Design mem_access_stage, sky130hd; sources not shown.
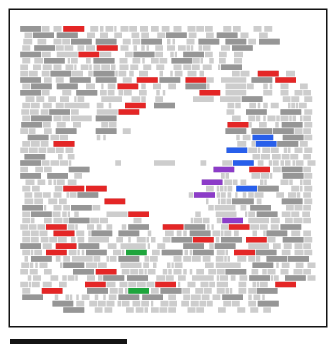
Fig. 1. Sequential cells grouped by signal name.
The bar under the picture is 50 um long. Other sequential cells in the stronger gray, the rest of the logic in the fainter gray.
| netlist name | color | placed flops |
|---|---|---|
| exc_code | green | 2 |
| r_dest | blue | 5 |
| mem_addr | red | 32 |
| r_cnt | purple | 4 |
not colored: 106
sequential power: 1.18 mW
register area: 3730 um^2
sequential share of cell area: 38.9%
Final Util: 62.1%

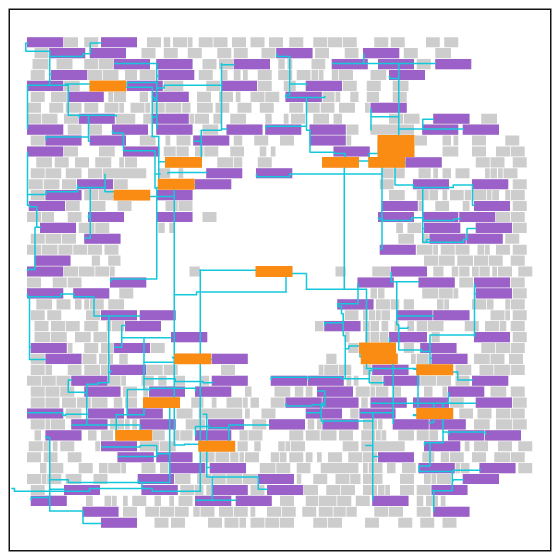
Fig. 2. Clock distribution.
[clock wires] cyan | length: 1890 um
[flip-flops] purple | count: 149
[clock drivers] orange | count: 17
routed clock nets: 18
clock share of power: 38.4%
worst-skew pair later-pin latency: 0.41 ns
Clk. pwr: 1.11 mW

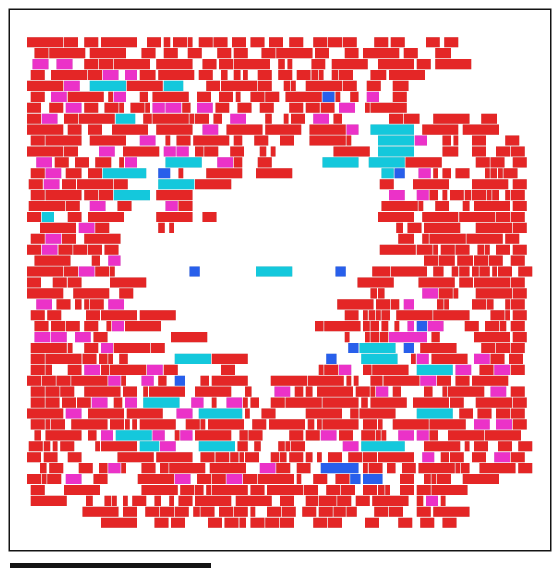
Fig. 3. Sizing map.
The bar under the picture is 50 um long.
| size | color | cells |
|---|---|---|
| _3 and _4 cells | blue | 13 |
| _2 cells | magenta | 87 |
| _0 and _1 cells | red | 636 |
| _6 and larger | cyan | 26 |
Signal buffers: 258
final instance area: 9580 um^2
Layout area overhead: 53.4%
final worst slack: 2.05 ns

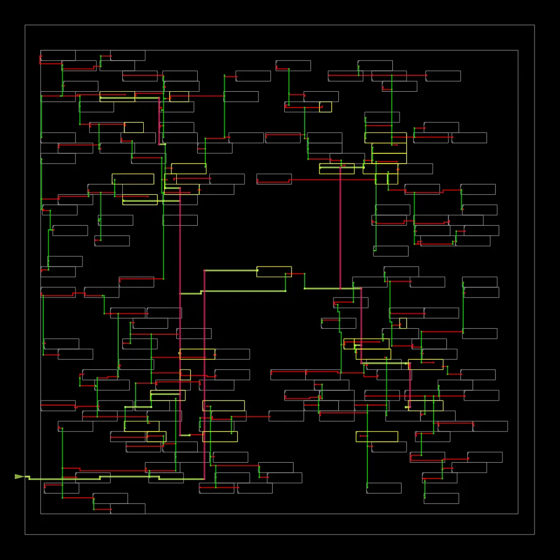
Fig. 4. Clock nets.
Num CTS Buffers: 17
clkbuf count: 20
Seq cells: 149

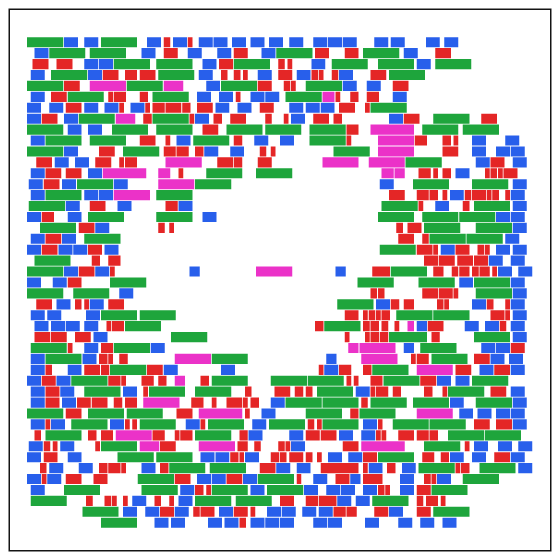
Fig. 5. Placed cells, one color a class.
| class | color | cells |
|---|---|---|
| flops | green | 149 |
| clock drivers and dummy loads | magenta | 31 |
| combinational and other logic | red | 324 |
| other buffers and delay cells | blue | 258 |
number of cell rows: 45
CORE AREA: 15400 um^2

==> flow_summary_export.csv <==
group,metric,value,unit
routing,drc,0,
final_layout,diodes,0,
critical_path,crit_required,6.35,ns
die,fp_util,40.5,%
critical_path,cp.arrival,4.30,ns
clock_network,cts.repair.resized,0,
power_and_ir_drop,power.density,302,nW/um^2
final_layout,instances_no_fill,973,
routing,drt_iter0_drc,143,
die,io_pins,253,
outcome,status,"complete, no violations",
place,port_buffers,252,
grt,grt_pass1_wl,27.3,mm
critical_path,crit_fanout,37,
die,dieArea,18100,um^2
timing,hold_ws,0.375,ns
timing,timing.fmax,241,MHz
timing,finalSetupTns,0,ns
clock_network,h-tree-depth,4,
final_layout,combGateArea,2230,um^2
logic_synthesis,synth-simple-area-share,5.65,%
-- area by class of cell --
class	instances	share of cell area (%)
sequential	149	38.9
timing repair buffer	258	26.8
multi-input combinational	286	23.3
clock buffer	20	4.87
tap	211	2.76
clock inverter	11	1.82
inverter	38	1.54
-- metal layers --
layer | track usage, % | share of wire [%] | up-vias
met4 | 6.62 | 2.1 | 0
met5 | 0 | 0 | -
met2 | 32.7 | 49 | 182
met3 | 7.75 | 9.4 | 27
met1 | 22.2 | 40 | 2342
li1 | - | - | 2254
-- where the power goes --
part	switching, mW	internal (mW)	leakage (nW)
Clock	0.405	0.706	0.305
Sequential	0.0747	1.11	1.92
Combinational	0.243	0.357	2.05
Power figures rest on the tool's default switching activity, not on a simulated workload.
